**Metal 1**

Bar = 50 um. Supply wires on this layer in gray.
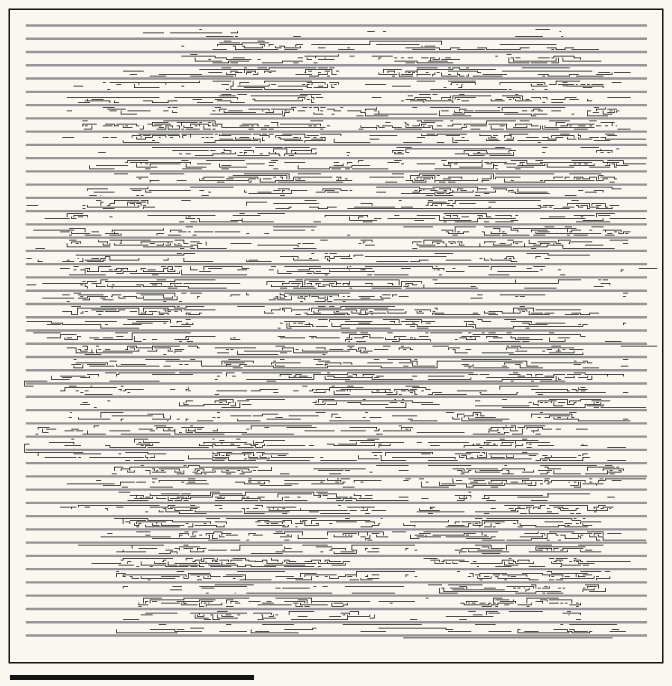
**Signal wires on met2**

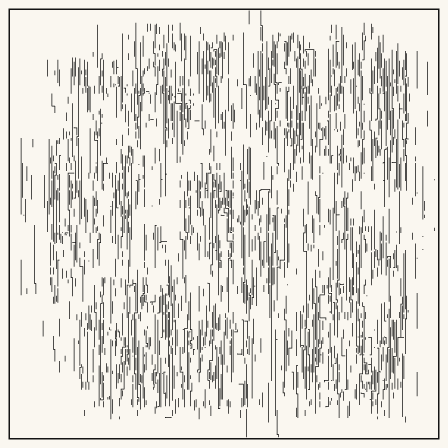
**The metal 3 layer**

Bar = 50 um.
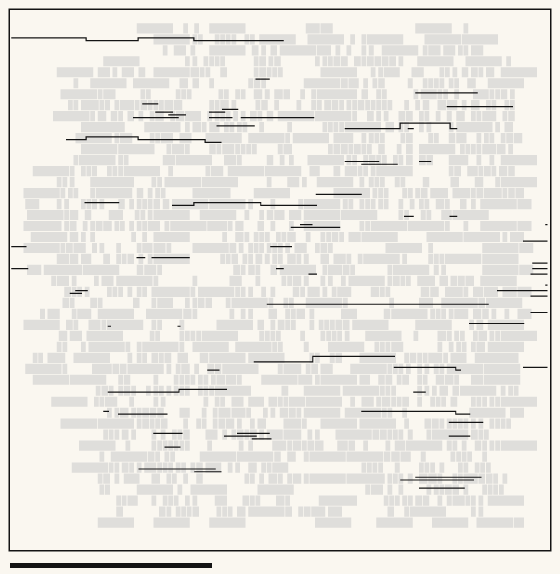
**The metal 4 layer**

Supply wires on this layer in gray.
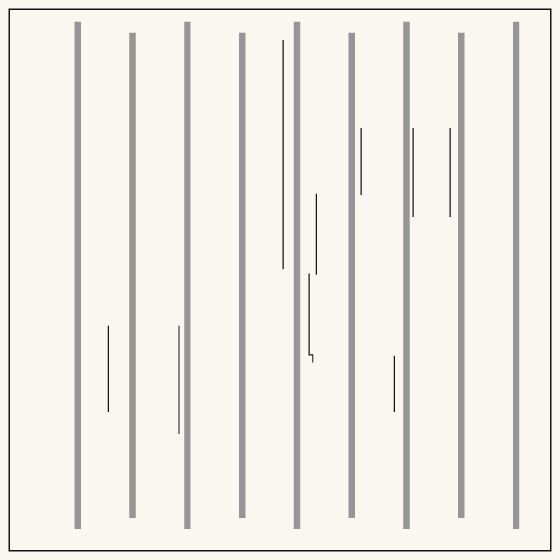
==> config.mk <==
export PLATFORM = sky130hd
export DESIGN_NAME = key_debounce_multi_flat
export DESIGN_NICKNAME = d
export VERILOG_FILES = /design/src/rtl/key_pkg.sv /design/src/rtl/key_debounce_multi_if.sv /design/src/rtl/key_debounce_ch.sv /design/src/rtl/key_debounce_multi.sv /design/src/flat_wrapper.sv
export SDC_FILE = /design/constraint.sdc
export NUM_CORES = 1
export LEC_CHECK = 0
export ABC_AREA = 1
export CAP_MARGIN = 20
export CORE_MARGIN = 3
export CORE_UTILIZATION = 55
export CTS_CLUSTER_DIAMETER = 200
export DETAILED_ROUTE_END_ITERATION = 12
export GPL_ROUTABILITY_DRIVEN = 0
export PLACE_DENSITY = 0.7
export SYNTH_ARGS = -nofsm -noshare
export SYNTH_HDL_FRONTEND = slang
export SYNTH_SLANG_ARGS = --single-unit
==> constraint.sdc <==
create_clock -name clk -period 7.7 [get_ports clk]
set_input_delay 2.31 -clock clk [delete_from_list [all_inputs] [get_ports clk]]
set_output_delay 2.31 -clock clk [all_outputs]
set_load 0.005 [all_outputs]
==> src/rtl/key_pkg.sv <==
// rtl/key_pkg.sv - shared constants and helpers for key_debounce_multi (optional KEY_DEBOUNCE_REPEAT_EN)
package key_pkg;

  // Number of flops in each channel's input synchroniser.
  localparam int SYNC_STAGES = 2;

  // Pin level when the key is not pressed.
  function automatic logic released_level(input bit active_low);
    return active_low ? 1'b1 : 1'b0;
  endfunction

  // Width of a counter that must reach n-1; never narrower than one bit.
  function automatic int cnt_width(input int n);
    return (n > 1) ? $clog2(n) : 1;
  endfunction

endpackage

==> src/rtl/key_debounce_multi_if.sv <==
// rtl/key_debounce_multi_if.sv - key pins and conditioned key outputs (optional KEY_DEBOUNCE_REPEAT_EN)
interface key_debounce_multi_if #(
  parameter int KEY_NUM = 3
);
  logic [KEY_NUM-1:0] key;
  logic [KEY_NUM-1:0] key_level;
  logic [KEY_NUM-1:0] key_press;
  logic [KEY_NUM-1:0] key_release;
  logic [KEY_NUM-1:0] key_long;

  // Board / control side: drives pins, consumes conditioned state.
  modport master (
    output key,
    input  key_level, key_press, key_release, key_long
  );

  // Conditioner side.
  modport slave (
    input  key,
    output key_level, key_press, key_release, key_long
  );
endinterface

==> src/rtl/key_debounce_ch.sv <==
// rtl/key_debounce_ch.sv - one key channel: synchroniser, debounce, long press, optional repeat (KEY_DEBOUNCE_REPEAT_EN)
module key_debounce_ch
  import key_pkg::*;
#(
  parameter int DEB_CYCLES    = 1_000_000,
  parameter int LONG_CYCLES   = 50_000_000,
  parameter int ACTIVE_LOW    = 1,
  parameter int REPEAT_CYCLES = 10_000_000
) (
  input  logic clk,
  input  logic rst,
  input  logic key_in,
  output logic key_level,
  output logic key_press,
  output logic key_release,
  output logic key_long
);

  localparam int DW = cnt_width(DEB_CYCLES);
  localparam int HW = cnt_width(LONG_CYCLES);
  localparam logic [DW-1:0] DEB_MAX  = DW'(DEB_CYCLES - 1);
  localparam logic [HW-1:0] LONG_MAX = HW'(LONG_CYCLES - 1);
  localparam logic [HW-1:0] LONG_PRE = HW'(LONG_CYCLES - 2);
  localparam logic REL_LVL = released_level(ACTIVE_LOW != 0);

  // Reject configurations the counters cannot represent.
  if (DEB_CYCLES < 2 || LONG_CYCLES <= DEB_CYCLES || REPEAT_CYCLES < 1) begin : g_bad_cfg
    $error("key_debounce_ch: invalid cycle parameters");
  end

  logic [SYNC_STAGES-1:0] sync_q, sync_d;
  logic [DW-1:0]          dc_q, dc_d;
  logic [HW-1:0]          hc_q, hc_d;
  logic                   level_q, level_d;
  logic                   press_q, press_d;
  logic                   release_q, release_d;
  logic                   long_q, long_d;
  logic                   p;

`ifdef KEY_DEBOUNCE_REPEAT_EN
  localparam int RW = cnt_width(REPEAT_CYCLES);
  localparam logic [RW-1:0] REP_MAX = RW'(REPEAT_CYCLES - 1);
  logic [RW-1:0] rc_q, rc_d;
`endif

  // Next-state logic: shift synchroniser, debounce, hold timer and pulses.
  always_comb begin
    sync_d    = {sync_q[SYNC_STAGES-2:0], key_in};
    p         = (ACTIVE_LOW != 0) ? ~sync_q[SYNC_STAGES-1] : sync_q[SYNC_STAGES-1];
    level_d   = level_q;
    dc_d      = '0;
    if (p != level_q) begin
      if (dc_q == DEB_MAX) begin
        level_d = p;
      end else begin
        dc_d = dc_q + 1'b1;
      end
    end
    press_d   = level_d & ~level_q;
    release_d = ~level_d & level_q;

    // Hold timer saturates at LONG_MAX so key_long fires once per press.
    hc_d   = '0;
    long_d = 1'b0;
    if (level_q) begin
      hc_d   = (hc_q == LONG_MAX) ? hc_q : hc_q + 1'b1;
      long_d = (hc_q == LONG_PRE);
    end

`ifdef KEY_DEBOUNCE_REPEAT_EN
    // Auto-repeat runs only once the hold timer has saturated.
    rc_d = '0;
    if (level_q && hc_q == LONG_MAX) begin
      if (rc_q == REP_MAX) begin
        press_d = 1'b1;
      end else begin
        rc_d = rc_q + 1'b1;
      end
    end
`endif
  end

  // State registers; reset loads the released pin level into the synchroniser.
  always_ff @(posedge clk or posedge rst) begin
    if (rst) begin
      sync_q    <= {SYNC_STAGES{REL_LVL}};
      dc_q      <= '0;
      hc_q      <= '0;
      level_q   <= 1'b0;
      press_q   <= 1'b0;
      release_q <= 1'b0;
      long_q    <= 1'b0;
`ifdef KEY_DEBOUNCE_REPEAT_EN
      rc_q      <= '0;
`endif
    end else begin
      sync_q    <= sync_d;
      dc_q      <= dc_d;
      hc_q      <= hc_d;
      level_q   <= level_d;
      press_q   <= press_d;
      release_q <= release_d;
      long_q    <= long_d;
`ifdef KEY_DEBOUNCE_REPEAT_EN
      rc_q      <= rc_d;
`endif
    end
  end

  assign key_level   = level_q;
  assign key_press   = press_q;
  assign key_release = release_q;
  assign key_long    = long_q;

endmodule

==> src/rtl/key_debounce_multi.sv <==
// rtl/key_debounce_multi.sv - KEY_NUM independent key conditioners (optional KEY_DEBOUNCE_REPEAT_EN)
module key_debounce_multi
  import key_pkg::*;
#(
  parameter int KEY_NUM       = 3,
  parameter int DEB_CYCLES    = 1_000_000,
  parameter int LONG_CYCLES   = 50_000_000,
  parameter int ACTIVE_LOW    = 1,
  parameter int REPEAT_CYCLES = 10_000_000
) (
  input  logic                 clk,
  input  logic                 rst,
  key_debounce_multi_if.slave  bus
);

  logic [KEY_NUM-1:0] level_w;
  logic [KEY_NUM-1:0] press_w;
  logic [KEY_NUM-1:0] release_w;
  logic [KEY_NUM-1:0] long_w;

  // One fully independent channel per key pin.
  for (genvar i = 0; i < KEY_NUM; i++) begin : g_ch
    key_debounce_ch #(
      .DEB_CYCLES   (DEB_CYCLES),
      .LONG_CYCLES  (LONG_CYCLES),
      .ACTIVE_LOW   (ACTIVE_LOW),
      .REPEAT_CYCLES(REPEAT_CYCLES)
    ) u_ch (
      .clk        (clk),
      .rst        (rst),
      .key_in     (bus.key[i]),
      .key_level  (level_w[i]),
      .key_press  (press_w[i]),
      .key_release(release_w[i]),
      .key_long   (long_w[i])
    );
  end

  assign bus.key_level   = level_w;
  assign bus.key_press   = press_w;
  assign bus.key_release = release_w;
  assign bus.key_long    = long_w;

endmodule

==> src/flat_wrapper.sv <==
// flat-port wrapper written by rule: the top's interface ports become plain ports
module key_debounce_multi_flat import key_pkg::*;
#(
  parameter int KEY_NUM       = 3,
  parameter int DEB_CYCLES    = 1_000_000,
  parameter int LONG_CYCLES   = 50_000_000,
  parameter int ACTIVE_LOW    = 1,
  parameter int REPEAT_CYCLES = 10_000_000
)
  (clk, rst, bus_key, bus_key_level, bus_key_press, bus_key_release, bus_key_long);
  key_debounce_multi_if #(.KEY_NUM(KEY_NUM)) bus_i ();
  input  logic clk;
  input  logic rst;
  input wire logic [$bits(bus_i.key)-1:0] bus_key;
  output wire logic [$bits(bus_i.key_level)-1:0] bus_key_level;
  output wire logic [$bits(bus_i.key_press)-1:0] bus_key_press;
  output wire logic [$bits(bus_i.key_release)-1:0] bus_key_release;
  output wire logic [$bits(bus_i.key_long)-1:0] bus_key_long;
  assign bus_i.key = bus_key;
  assign bus_key_level = bus_i.key_level;
  assign bus_key_press = bus_i.key_press;
  assign bus_key_release = bus_i.key_release;
  assign bus_key_long = bus_i.key_long;
  key_debounce_multi #(.KEY_NUM(KEY_NUM), .DEB_CYCLES(DEB_CYCLES), .LONG_CYCLES(LONG_CYCLES), .ACTIVE_LOW(ACTIVE_LOW), .REPEAT_CYCLES(REPEAT_CYCLES)) u_core (.clk(clk), .rst(rst), .bus(bus_i));
endmodule
==> notes.md <==
Results of the flow run.

The count of boundary I/O pins stands at 17. The yosys synthesis warning count stands at 0. The buffer levels on the longest clock path stands at 2. The biggest area contributor in the post-synthesis netlist is dfrtp_1. Before any placement, the netlist area is recorded as 8970 um2.

For reference, the mux area share after synthesis is 0. The static power due to leakage stands at around 4.4 nW. The via count of the first global-routing pass was between 6000 and 7000. From left edge to right edge, the die measures approximately 130 um. The number of setup violations in the final report stands at 0. The delay of the slowest critical-path stage stands at just under 0.9 ns.

The pin count of the biggest net entering global routing stands at 116. The total power per unit cell area stands at roughly 180 nW/um2. The clock reaches the later pin of the worst-skew pair after approximately 0.43 ns. Once detail routing completed, the nets flagged for antenna violations numbered 0.

Detailed placement ended at an HPWL of between 10 and 15 mm. The part of the Yosys area used for sequential elements stands at 0.436. The first-pass detailed-route iteration total stands at 5. The cell-mix breakdown from Yosys lists the adder-cell area share as 0.0125. The run finished with clean final reports.

The per-cell via count in the routed design stands at 5.01. The area occupied by registers stands at a little under 4000 um2. The cell-mix breakdown from Yosys lists the compound-gate area share as 0.0349.

Among all flip-flop cells after synthesis, the most frequent one is dfrtp_1. The count of maximum capacitance violations stands at 0. The die span in y stands at 134 um. The total area inside the core boundary comes to 15900 um2. The average instance area after synthesis stands at ~7.2 um2.

The wire length of the first global-routing pass stands at around 32 mm. The post-synthesis register bit count stands at ~160. Between clock sinks in the finished design, the worst skew comes to around 0.0067 ns. The fraction of final layout cells sized beyond drive strength 1 stands at 0.102.

At the end of the flow, the number of nets in the layout was 1280. The average wire per standard cell stands at between 10 and 15 um. The number of core rows stands at about 46. Per the CTS log, the root buffer master is clkbuf_16. In this run, synthesis inferred 0 flip-flops with an integrated enable.

After detailed routing, the number of remaining DRC violations is 0. The tightest hold path in the finished design has a slack of approximately 0.36 ns. CTS built an H-tree with a depth of 4. Per the synthesis report, the XOR/XNOR share of the synthesized area is 0.0390. The largest vdd supply drop stands at ~0.2 mV.

Counting pins that exceed their max-slew limit in the final report gives 0. The global routing report lists combined usage of all routing layers as 0.217. The worst setup path is captured at a primary output. The floorplan-stage core utilization stands at 0.563. The die covers ~18000 um2.

Setup repair after global routing left no endpoint under its margin. At the end of the flow the core is filled with cells to 0.625. On the worst setup and hold paths after CTS, the clock-pin slew comes to around 0.060 ns. The stat command in Yosys gives a chip area of approximately 9000 um2. The measured slew at the worst slew-check pin stands at ~0.84 ns. STA classifies the critical path startpoint as a flip-flop. The cell count after synthesis stands at 1248. The cell resize tally after clock tree synthesis stands at 0. Of the post-synthesis cell area, the dominant cell type holds 0.418. By instance count, the leading cell after synthesis is nand2_1.

The count of clock tree sinks stands at roughly 160. The share of async-settable or async-resettable flops after synthesis stands at 1.00. The sum of negative setup slack stands at 0 ns. The signal on the critical path passes through clkdlybuf4s50_1. In the synthesized netlist, the cells that appear most often are nand2_1 (326), nor2_1 (281), dfrtp_1 (150). The main area contributors are dfrtp_1 (42%), nand2_1 (14%), nor2_1 (12%). The diode insertion count for antenna repair stands at 0.

The data arrival at the endpoint of the critical path stands at slightly below 2 ns. TritonCTS built the clock tree. The area occupied by multi-input gates stands at between 4000 and 5000 um2. The portion of the clock cycle consumed by the worst path in the final layout stands at 0.555.

The max-slew headroom at the worst pin stands at 0.441. The net count after synthesis is approximately 1300. The number of library cell types mapped by synthesis stands at 37. Per the STA report, the cell with the highest stage delay on the worst path is dfrtp_1. In this build the clock could be raised as far as 234 MHz.

Buffers added to address setup during post-CTS repair amount to 0. The worst path needs approximately 4.3 ns of the cycle, external delays included. The sum of overflow across all layers after global routing stands at 0. The pre-CTS setup slack stands at between 3 and 4 ns.

According to the timing report, the data required time at the worst endpoint equals 5.39 ns. The total clock buffers created by CTS stands at 17. For reference, the most critical setup path is categorized as reg -> out.

Along the critical path, the tally of buffer and inverter instances is 1. The area added between synthesis and finish stands at 11.0%. The number of hold violations in the final report stands at 0.

After synthesis, the largest family of logic cells by area is simple AND/OR/NAND/NOR gates. Per the synthesis report, the simple-gate share of the synthesized area is 0.404.
About 'metal 1':
nets with wire on the layer	1197
longest straight run	42.8 um
wire length on this layer	9040 um
total length of routed wires: 18.5 mm
Global Route met1 Usage: 0.300
overall via count from detail_route: 7485

About 'signal wires on met2':
longest straight run	42.8 um
wire length on this layer	8480 um
met2 Usage GRT: 0.347

About 'the metal 3 layer':
main direction	horizontal
nets with wire on the layer	53
share of all routed wire	3.9%
wire length on this layer	720 um
longest straight run	54.7 um

About 'the metal 4 layer':
share of all routed wire	1.2%
wire length on this layer	220 um
nets with wire on the layer	4

sequential cells by signal (all words and copies together) (netlist names):
register                      flops
u_core.g_ch.u_ch.key_release      3
u_core.g_ch.u_ch.key_level        3
u_core.g_ch.u_ch.dc_q            60
u_core.g_ch.u_ch.key_press        3
u_core.g_ch.u_ch.key_long         3
u_core.g_ch.u_ch.hc_q            78
u_core.g_ch.u_ch.sync_q           6
worst paths after layout:
path | start | endpoint | depth (start not counted)
max in group asynchronous | rst | u_core.g_ch[0].u_ch.sync_q[1] | 4
worst min register to register | u_core.g_ch[0].u_ch.sync_q[0] | u_core.g_ch[0].u_ch.sync_q[1] | 0
min in group asynchronous | rst | u_core.g_ch[1].u_ch.key_press | 2
worst max register to register | u_core.g_ch[0].u_ch.key_level | u_core.g_ch[0].u_ch.dc_q[14] | 7
worst min-delay path | u_core.g_ch[0].u_ch.sync_q[0] | u_core.g_ch[0].u_ch.sync_q[1] | 0
worst max-delay path | u_core.g_ch[0].u_ch.key_level | bus_key_level[0] | 1
cell usage in the layout (no fill, tap or decap), types with 2 or more instances in the layout:
cell type	Yosys	layout
xor2_1	32	32
clkdlybuf4s50_1	0	16
inv_1	131	130
nand3_2	9	9
ha_1	9	9
clkbuf_16	0	17
a21oi_1	31	31
nand2_2	14	14
nand2_4	4	4
clkinvlp_4	0	3
or2_2	12	12
nand3_1	83	83
clkinv_4	0	2
nor2_4	9	9
nor3_2	5	5
dfrtp_1	150	150
nor3_1	23	23
nor2_1	281	281
nor3b_1	3	3
bufinv_16	0	3
nand4_1	20	20
nand2_1	326	326
o21ai_0	20	20
nor2_2	24	24
nand3b_1	6	6
inv_6	0	4
xnor2_1	8	8
nor4_1	2	2
inv_2	8	8
o21bai_1	3	3
dfstp_2	6	6
buf_4	12	3
clkbuf_8	0	4
kinds of logic (layout without fill, tap and decap cells):
family                   count (synthesis)  after routing
buffers and inverters                  162            193
AND-OR/OR-AND                           59             59
AND/OR/NAND/NOR                        822            822
XOR/XNOR                                40             40
flip-flops                             156            156
adder cells (fa/ha/maj)                  9              9
where the power goes:
part,total [W],switching (W),internal [W]
Combinational,0.0000374,0.0000278,0.00000960
Clock,0.000894,0.000346,0.000548
Sequential,0.000832,0.00000521,0.000826
through the flow:
step | area [um2] | instances | power [W]
floorplan | 8970 | 1248 | 0.000871
global placement | 9300 | 1462 | 0.000883
detailed placement | 9300 | 1462 | 0.000884
CTS | 9940 | 1494 | 0.00178
global route | 9970 | 1495 | 0.00183
finish | 9970 | 1495 | 0.00176
metal layers:
metal	vias up	GRT usage	part of all wire
met1	3431	0.300	0.49
met5	-	0	0
li1	3910	-	-
met2	123	0.347	0.46
met4	0	0.0537	0.012
met3	21	0.0521	0.039
area by class of cell:
class,instances,share of cell area
tap,216,0.0271
timing repair buffer,20,0.0211
multi-input combinational,930,0.442
clock buffer,21,0.0482
sequential,156,0.392
clock inverter,11,0.0157
inverter,141,0.0537
Power and IR drop assume default switching activity.
